### src/rtl/normalizare_rezultat.sv
// rtl/normalizare_rezultat.sv - post-add normalize, round-to-nearest-even and pack
// Optional NORMALIZARE_FTZ_EN flushes subnormal results to +0.
module normalizare_rezultat #(
    parameter int EXP_W  = 8,
    parameter int FRAC_W = 23
) (
    input  logic                      clk,
    input  logic                      rst_n,
    input  logic                      in_valid,
    output logic                      in_ready,
    input  logic                      in_sign,
    input  logic [EXP_W-1:0]          in_exp,
    input  logic [FRAC_W+2:0]         in_mant,
    input  logic                      in_sticky,
    output logic                      out_valid,
    input  logic                      out_ready,
    output logic [EXP_W+FRAC_W:0]     out_result,
    output logic                      out_ovf,
    output logic                      out_zero,
    output logic                      out_inexact
);
    localparam int M = FRAC_W + 3;
    localparam logic [EXP_W-1:0] EXP_ONES = {EXP_W{1'b1}};
    localparam logic [EXP_W-1:0] EXP_ONE  = EXP_W'(1);

    typedef enum logic [2:0] {IDLE, CHECK, SHIFT, ROUND, DONE} state_t;
    state_t st;

    logic             sign_q;
    logic [EXP_W-1:0] exp_q;
    logic [M-1:0]     mant_q;
    logic             sticky_q;

    logic [EXP_W-1:0] exp_inc;
    logic [EXP_W-1:0] exp_dec;
    logic             rnd_inc;
    logic [FRAC_W+1:0] rnd_sum;
    logic [EXP_W-1:0] r_exp;
    logic [FRAC_W-1:0] r_frac;
    logic             r_ovf;
    logic             r_zero;

    assign exp_inc = exp_q + 1'b1;
    assign exp_dec = exp_q - 1'b1;
    assign rnd_inc = mant_q[0] & (sticky_q | mant_q[1]);
    assign rnd_sum = {1'b0, mant_q[M-2:1]} + {{(FRAC_W+1){1'b0}}, rnd_inc};

    always_comb begin
        r_exp  = exp_q;
        r_frac = rnd_sum[FRAC_W-1:0];
        r_ovf  = 1'b0;
        if (rnd_sum[FRAC_W+1]) begin
            r_frac = '0;
            r_exp  = exp_inc;
            r_ovf  = (exp_inc == EXP_ONES);
        end else if (exp_q == '0 && rnd_sum[FRAC_W]) begin
            r_exp = EXP_ONE;
        end
        r_zero = (r_exp == '0) && (r_frac == '0);
    end

    always_ff @(posedge clk) begin
        if (!rst_n) begin
            st          <= IDLE;
            in_ready    <= 1'b1;
            out_valid   <= 1'b0;
            out_result  <= '0;
            out_ovf     <= 1'b0;
            out_zero    <= 1'b0;
            out_inexact <= 1'b0;
            sign_q      <= 1'b0;
            exp_q       <= '0;
            mant_q      <= '0;
            sticky_q    <= 1'b0;
        end else begin
            case (st)
                IDLE: if (in_valid && in_ready) begin
                    sign_q      <= in_sign;
                    exp_q       <= in_exp;
                    mant_q      <= in_mant;
                    sticky_q    <= in_sticky;
                    out_ovf     <= 1'b0;
                    out_zero    <= 1'b0;
                    out_inexact <= 1'b0;
                    in_ready    <= 1'b0;
                    st          <= CHECK;
                end
                CHECK: begin
                    if (mant_q == '0) begin
                        out_result <= '0;
                        out_zero   <= 1'b1;
                        st         <= DONE;
                    end else if (mant_q[M-1]) begin
                        mant_q   <= {1'b0, mant_q[M-1:1]};
                        sticky_q <= sticky_q | mant_q[0];
                        if (exp_inc == EXP_ONES) begin
                            out_result <= {sign_q, EXP_ONES, {FRAC_W{1'b0}}};
                            out_ovf    <= 1'b1;
                            st         <= DONE;
                        end else begin
                            exp_q <= exp_inc;
                            st    <= ROUND;
                        end
                    end else if (mant_q[M-2] || exp_q == '0) begin
                        st <= ROUND;
                    end else if (exp_q == EXP_ONE) begin
                        // exp 1 with no hidden bit already has subnormal scaling
                        exp_q <= '0;
                        st    <= ROUND;
                    end else begin
                        st <= SHIFT;
                    end
                end
                SHIFT: begin
                    mant_q <= {mant_q[M-2:0], 1'b0};
                    if (mant_q[M-3]) begin
                        exp_q <= exp_dec;
                        st    <= ROUND;
                    end else if (exp_dec == EXP_ONE) begin
                        exp_q <= '0;
                        st    <= ROUND;
                    end else begin
                        exp_q <= exp_dec;
                    end
                end
                ROUND: begin
                    out_inexact <= mant_q[0] | sticky_q;
`ifdef NORMALIZARE_FTZ_EN
                    if (r_exp == '0 && r_frac != '0) begin
                        out_result  <= '0;
                        out_zero    <= 1'b1;
                        out_inexact <= 1'b1;
                    end else begin
                        out_result <= {sign_q & ~r_zero, r_exp, r_frac};
                        out_ovf    <= r_ovf;
                        out_zero   <= r_zero;
                    end
`else
                    out_result <= {sign_q & ~r_zero, r_exp, r_frac};
                    out_ovf    <= r_ovf;
                    out_zero   <= r_zero;
`endif
                    st <= DONE;
                end
                DONE: begin
                    // valid rises one cycle after entry so the result is settled
                    if (!out_valid) begin
                        out_valid <= 1'b1;
                    end else if (out_ready) begin
                        out_valid <= 1'b0;
                        in_ready  <= 1'b1;
                        st        <= IDLE;
                    end
                end
                default: st <= IDLE;
            endcase
        end
    end
endmodule
### config.mk
export PLATFORM = sky130hd
export DESIGN_NAME = normalizare_rezultat
export DESIGN_NICKNAME = d
export VERILOG_FILES = /design/src/rtl/normalizare_rezultat.sv
export SDC_FILE = /design/constraint.sdc
export NUM_CORES = 1
export LEC_CHECK = 0
export CAP_MARGIN = 20
export CORE_MARGIN = 4
export CORE_UTILIZATION = 55
export DETAILED_ROUTE_END_ITERATION = 12
export PLACE_DENSITY = 0.88
export SLEW_MARGIN = 20
export SYNTH_ARGS = -nofsm -noshare
export SYNTH_HDL_FRONTEND = slang
export SYNTH_SLANG_ARGS = --single-unit
### constraint.sdc
create_clock -name clk -period 3.4 [get_ports clk]
set_input_delay 1.02 -clock clk [delete_from_list [all_inputs] [get_ports clk]]
set_output_delay 1.02 -clock clk [all_outputs]
set_load 0.05 [all_outputs]
==> job_summary.md, run 1 <==
### Yosys + OpenROAD results

| Metric | Value |
|---|---|
| Status | `finished, final reports clean` |
| Max Clock Skew | `roughly 0.011 ns` |
| Core Region | `8380 sq um` |
| Sequential power | `1.59 mW` |
| FF+latch area | `roughly 1500 sq um` |
| Critical Path Sink Type | `flop` |
| Combinational share of power | `0.491` |
| Clock network power consumption | `about 800 uW` |
| Fillcell total | `693` |
| XOR/XNOR Area Share | `0.0650` |
| Top cells by area | `dfxtp_1 (31%), nor2_1 (7.4%), a22oi_1 (6.8%), a311oi_1 (4.5%), nand2_1 (4.4%)` |
| CTS tree | `done` |
| Clk_lat worst skew | `roughly 0.36 ns` |
| EDFF count, synth | `0` |
| Via count | `approximately 5000` |
| YS warnings | `0` |
| Remaining antenna violation count | `0` |
| Hold EP | `out_result[24]$_SDFFE_PN0P_` |
| Tmin final | `approximately 3.1 ns` |
| Synth-to-layout area growth | `19.3%` |
| Commonest Layout Cell | `nor2_1` |
| Chip area | `10400 sq um` |
| Area leader, netlist | `dfxtp_1` |
| Yosys cell count | `between 600 and 700` |
| Post-cts resize count | `0` |
| MUX area fraction | `0.0144` |
| CP startpoint | `mant_q[0]$_SDFFE_PN0P_` |
| Root Driver | `clkbuf_8` |
| Synth Area in Compound Gates | `0.257` |
| P_sw | `approximately 2.2 mW` |
| Switching portion of total power | `0.477` |
| Adder Share, Synth | `0.0129` |
| Flops after synth | `roughly 76` |
| # DRC | `0` |
| Worst r2r dst | `out_result[31]$_SDFFE_PN0P_` |
| Cts hold-fix bufs | `0` |
| Syn Inst Count | `around 630` |
| Final hold violations | `0` |
| Row count | `33` |
| Grt total ovfl | `0` |
| Clock power frac | `0.171` |
| Min-delay src | `out_result[24]$_SDFFE_PN0P_` |
| Worst EP arrival | `3.36 ns` |
| Post-Syn Area | `approximately 4800 sq um` |
| HP Class | `reg2reg` |
| Max_cap viols | `0` |
| Yosys chip area | `about 4800 sq um` |
| Synth cell types | `about 70` |
| Seq share, synth | `0.314` |
| Clock-pin slew on the worst setup and hold paths | `around 0.09 ns` |
| Max Slew Vio Count | `0` |
| Synth logic family | `AND-OR/OR-AND gates` |
| FF-to-FF path depth | `10` |
| CTS Sinks | `about 76` |
| Worst Max-Slew Pin Slew | `approximately 0.88 ns` |
| Syn Nets | `670` |
| Dpl hpwl | `just over 10000 microns` |
| Routability cong. | `~1` |
| CTS H-tree depth | `3` |
| Unrepaired setup endpoints after global routing | `no` |
| Die Span Y | `just over 100 microns` |
| OpenROAD warnings | `29` |
| Starting DRT DRC Count | `525` |
| Hold Path Cell Cnt | `2` |
| R2r setup slk | `about 0.26 ns` |
| Syn avg cell area | `a little under 8 sq um` |
| Most frequent cells in the layout | `nor2_1 (95), dfxtp_1 (76), clkdlybuf4s50_1 (76)` |
| Power per Cell Area | `between 800 and 900 nW/um^2` |
| Static Leak | `2.04 nW` |
| Most common cell in the netlist | `nor2_1` |
| Die width | `between 100 and 150 microns` |
| Floorplan utilization | `0.579` |
| Post-CTS setup buffers | `0` |
| Endpoints failing setup | `0` |
| Top cells by count | `nor2_1 (96), dfxtp_1 (76), nand2_1 (57)` |
| Antenna violations before repair | `0` |
| Simple Share, Synth | `0.257` |
| WHS | `0.466 ns` |
| Synth Flop Type | `dfxtp_1` |
| CP Data Required Time | `3.62 ns` |
| Gate Area | `2970 sq um` |
| Worst relative slew slack | `0.407` |
| Inserted Diodes | `0` |
| RR Startpoint | `mant_q[0]$_SDFFE_PN0P_` |
| Setup TNS | `0 ns` |
| Part of the power in registers | `0.338` |
| Max-area cell share | `0.314` |
==> run 1: flip-flops by register name (all words and copies together) (netlist names) <==
name and flops:
out_valid 1, out_zero 1, sticky_q 1, out_result 32
out_ovf 1, out_inexact 1, in_ready 1, sign_q 1
exp_q 8, mant_q 26, st 3
==> run 1: metal layers <==
metal	vias up	track usage	wire, microns
met5	-	0	0
met4	0	0.0838	267
met3	31	0.0389	1420
met2	310	0.408	6270
met1	2322	0.405	6280
li1	2346	-	-
==> run 1: layout make-up <==
cell class                      instances  share of cell area
Multi-Input combinational cell        468               0.514
Sequential cell                        76               0.263
Timing Repair Buffer                   90               0.152
Clock buffer                           10              0.0238
Tap cell                              105              0.0227
Clock inverter                          6              0.0162
Inverter                               14             0.00908
==> run 1: critical path: stages (launching register included) <==
cell and delay (ns):
dfxtp_1 0.51, and2_1 0.19, ha_1 0.24, nand3_1 0.24, nor4_4 0.56, and4_1 0.51
and4_1 0.26, o22ai_1 0.07, a21o_1 0.19, o211ai_2 0.18, a21oi_2 0.07
==> run 1: metrics by stage <==
step                      std cells  instance area (sq um)
after floorplan                 625                   4850
after global placement          753                   5550
after detailed placement        753                   5550
after CTS                       769                   5780
after global routing            769                   5790
final                           769                   5790
==> run 1: worst max-delay path by stage <==
stage	endpoint	depth (start not counted)	slack (ns)
floorplan	exp_q[1]$_SDFFE_PN0P_	6	0.77
global placement	out_ovf$_SDFFE_PN0P_	7	0.35
detailed placement	out_result[31]$_SDFFE_PN0P_	9	0.30
CTS	out_result[31]$_SDFFE_PN0P_	9	0.24
global route	out_result[31]$_SDFFE_PN0P_	10	0.03
finish	out_result[31]$_SDFFE_PN0P_	10	0.26
Fig. 1: run 1, port wiring
The bar under the picture is 20 microns long.
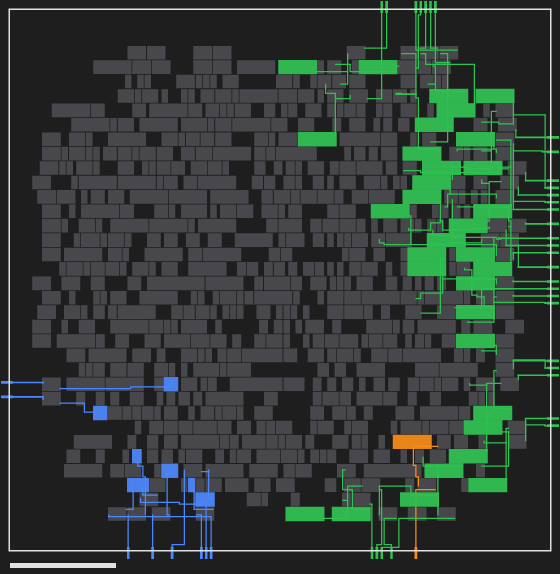
port	colour	bits	direction	edge	end cells	wire
out_ovf	orange	1	output	bottom	1	27.7 microns
in_exp	blue	8	input	6 bottom, 2 left	8	175 microns
out_result	green	32	output	21 right, 7 top, 4 bottom	32	868 microns
# IOs: 77
port bufs: 76

Fig. 2: run 1, drive-strength map
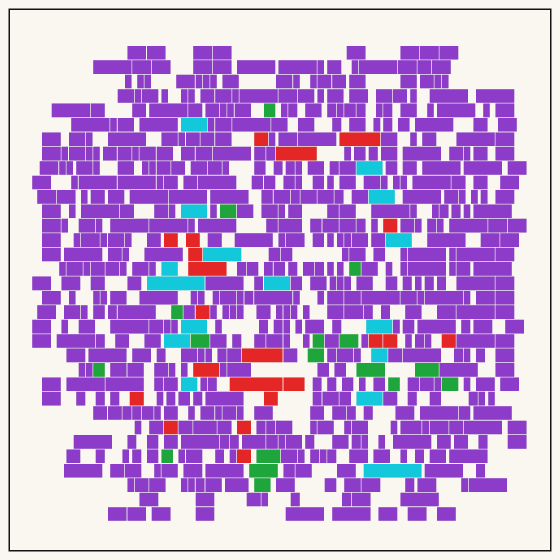
size	colour	cells	most used
_6 and larger	cyan	16	clkbuf_8
_2 cells	green	17	or2_2
_3 and _4 cells	red	21	buf_4
_0 and _1 cells	purple	610	nor2_1

Fig. 3: run 1, wiring by layer
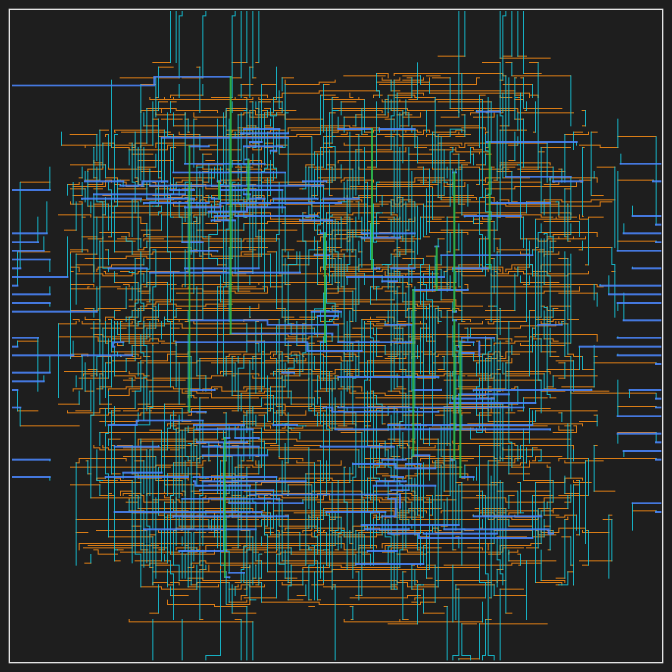
layer	colour	wire length
metal 2	cyan	6270 microns
metal 3	blue	1420 microns
metal 4	green	268 microns
metal 1	orange	6280 microns
wire per inst: 18.5 microns
gr usage total: 0.272
Total Wirelength: 14200 microns

Fig. 4: run 1, cell classes on the final placement
Fill, decap, tap and diode cells in grey.
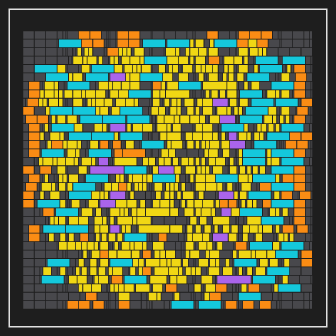
class	colour	cells
other buffers and delay cells	orange	90
clock drivers and dummy loads	purple	16
flops	cyan	76
combinational and other logic	yellow	482

Fig. 5: run 1, cell placement
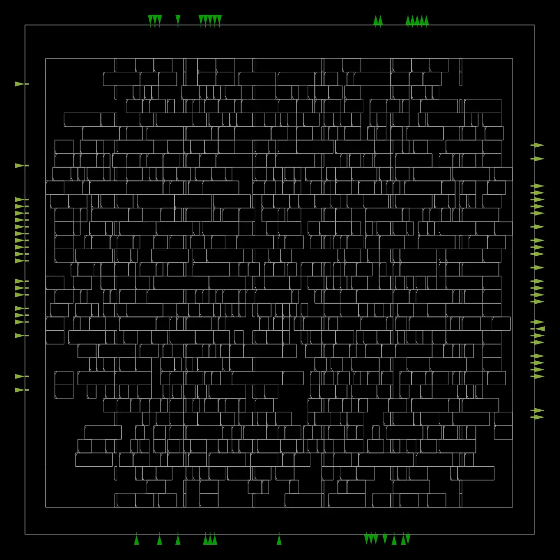

## Run 2: what changed since run 1
- GPL_ROUTABILITY_DRIVEN: not set -> 0
Fig. 6: run 2, cell placement
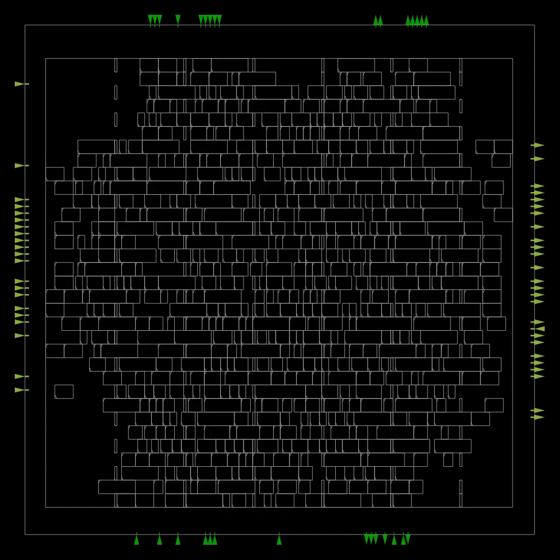
Core Region: 8380 sq um
row count: 33
flip-flops: 76
fillcell total: 641

Fig. 7: run 2, wiring by layer
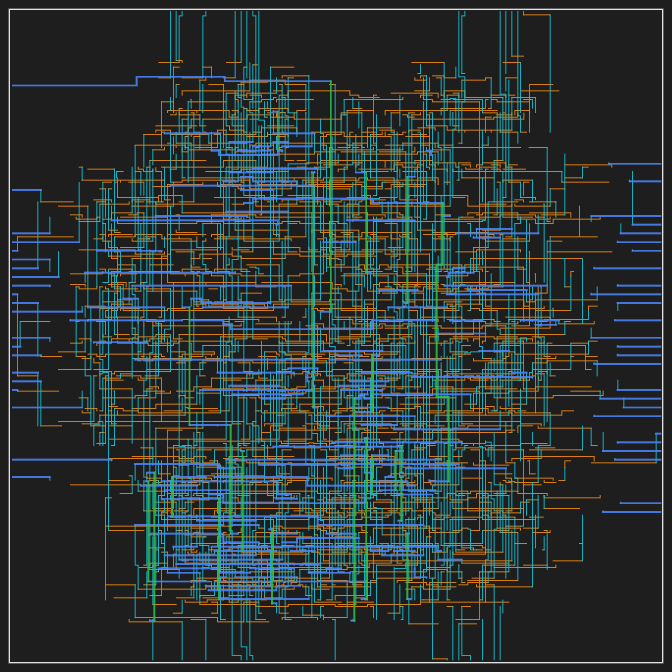
layer	colour	wire length
metal 4	green	386 microns
metal 2	cyan	6220 microns
metal 3	blue	1740 microns
metal 1	orange	5730 microns
gr usage total: 0.271
Total Wirelength: 14100 microns
via count: 5016

==> run 2 against run 1 <==
  * Combinational power shrank 2%
  * Sequential share of layout area rose by 0.35 points
  * Register-to-register slack got worse by 0.096 ns
==> job_summary.md, run 2 <==
### Yosys + OpenROAD results

| Metric | Value |
|---|---|
| RR Startpoint | `mant_q[0]$_SDFFE_PN0P_` |
| Post-CTS setup buffers | `0` |
| Inserted Diodes | `0` |
| Die Span Y | `roughly 100 microns` |
| Endpoints failing setup | `0` |
| Hold EP | `out_result[24]$_SDFFE_PN0P_` |
| OpenROAD warnings | `29` |
| Seq share, synth | `0.314` |
| Crit-path cells | `and2_1 > ha_1 > nand3_1 > nor4_4 > nand3_1 > nor4_1 > o2111ai_2 > o211ai_2 > a21oi_2` |
| Post-Syn Area | `4850 sq um` |
| Top cells by area | `dfxtp_1 (31%), nor2_1 (7.4%), a22oi_1 (6.8%), a311oi_1 (4.5%), nand2_1 (4.4%)` |
| Worst r2r dst | `out_result[31]$_SDFFE_PN0P_` |
| Yosys cell count | `around 630` |
| Max Clock Skew | `0.0120 ns` |
| Chip area | `10400 sq um` |
| Synth Flop Type | `dfxtp_1` |
| CP max stage delay | `about 0.55 ns` |
| FF-to-FF path depth | `9` |
| Starting DRT DRC Count | `roughly 630` |
| Dpl hpwl | `about 10000 microns` |
| Wire per inst | `approximately 18 microns` |
| Flops after synth | `~76` |
| Remaining antenna violation count | `0` |
| CP bufs+invs | `0` |
| Critical Path Sink Type | `flop` |
| CTS Sinks | `around 76` |
| Synth-to-layout area growth | `17.8%` |
| Largest reg by FF count | `out_result` |
| FF+latch area | `1520 sq um` |
| Port bufs | `roughly 76` |
| YS warnings | `0` |
| R2r setup slk | `between 0.15 and 0.2 ns` |
| CTS tree | `done` |
| Floorplan utilization | `0.579` |
| CP startpoint | `mant_q[0]$_SDFFE_PN0P_` |
| Most common cell in the netlist | `nor2_1` |
| Most frequent cells in the layout | `nor2_1 (95), dfxtp_1 (76), clkdlybuf4s50_1 (76)` |
| Gate Area | `~3000 sq um` |
| Tmin final | `between 3 and 4 ns` |
| Syn Inst Count | `around 630` |
| Max-area cell share | `0.314` |
| Worst relative slew slack | `0.437` |
| Worst Max-Slew Pin Slew | `0.838 ns` |
| Clk_lat worst skew | `between 0.3 and 0.4 ns` |
| Grt total ovfl | `0` |
| Root Driver | `clkbuf_8` |
| Most common cell on crit path | `nand3_1` |
| HP Class | `reg2reg` |
| Power per Cell Area | `approximately 800 nW/um^2` |
| # DRC | `0` |
| Area leader, netlist | `dfxtp_1` |
| Static Leak | `~2 nW` |
| Commonest Layout Cell | `nor2_1` |
| Number of flip-flops in the largest register | `32` |
| Top cells by count | `nor2_1 (96), dfxtp_1 (76), nand2_1 (57)` |
| Clock-pin slew on the worst setup and hold paths | `around 0.080 ns` |
| Status | `finished, final reports clean` |
| Final hold violations | `0` |
| Biggest registers after layout | `out_result: 32 flops, mant_q: 26 flops, exp_q: 8 flops` |
| EDFF count, synth | `0` |
| Worst setup endpoint | `out_result[31]$_SDFFE_PN0P_` |
| Antenna violations before repair | `0` |
| CTS H-tree depth | `3` |
[run 2: report_power, final]
group	switching [mW]	total (mW)	leakage, nW	internal [mW]
clock network	0.346	0.685	0.0962	0.339
registers	0.519	1.62	0.621	1.10
logic	1.35	2.26	1.28	0.903
total	2.22	4.56	2.00	2.34
[run 2: kinds of logic after synthesis]
| kind of cell | share of synthesized area |
|---|---|
| compound gates | 0.257 |
| fa+ha+maj | 0.0129 |
| mux | 0.0144 |
| buf+inv | 0.0789 |
| xor+xnor | 0.0650 |
| simple gates | 0.257 |
| flops | 0.314 |
[run 2: cell type report]
type,count,area share
clock inverter,6,0.0114
timing repair buffer,86,0.148
inverter,14,0.00920
multi-input combinational,468,0.519
clock buffer,10,0.0223
tap,105,0.0230
sequential,76,0.266
[run 2: metrics by stage]
step                      instances  area [sq um]  hold slack (ns)
after detailed placement        749          5520            0.449
final                           765          5710            0.455
after floorplan                 625          4850            0.455
after global placement          749          5520            0.450
after global routing            765          5710            0.479
after CTS                       765          5710            0.459
[run 2: layer usage]
layer,routed length [microns],global-route usage,vias to the layer above
met5,0,0,-
met1,5730,0.373,2297
met4,385,0.0979,0
met3,1740,0.0689,50
li1,-,-,2326
met2,6220,0.412,343
[run 2: tightest hold or removal path: stages, from the launching register on]
cell	delay, ns
dfxtp_1	0.31
nand2_1	0.05
a21oi_1	0.05
No activity file was given, so power comes from the tool's default toggle rates.
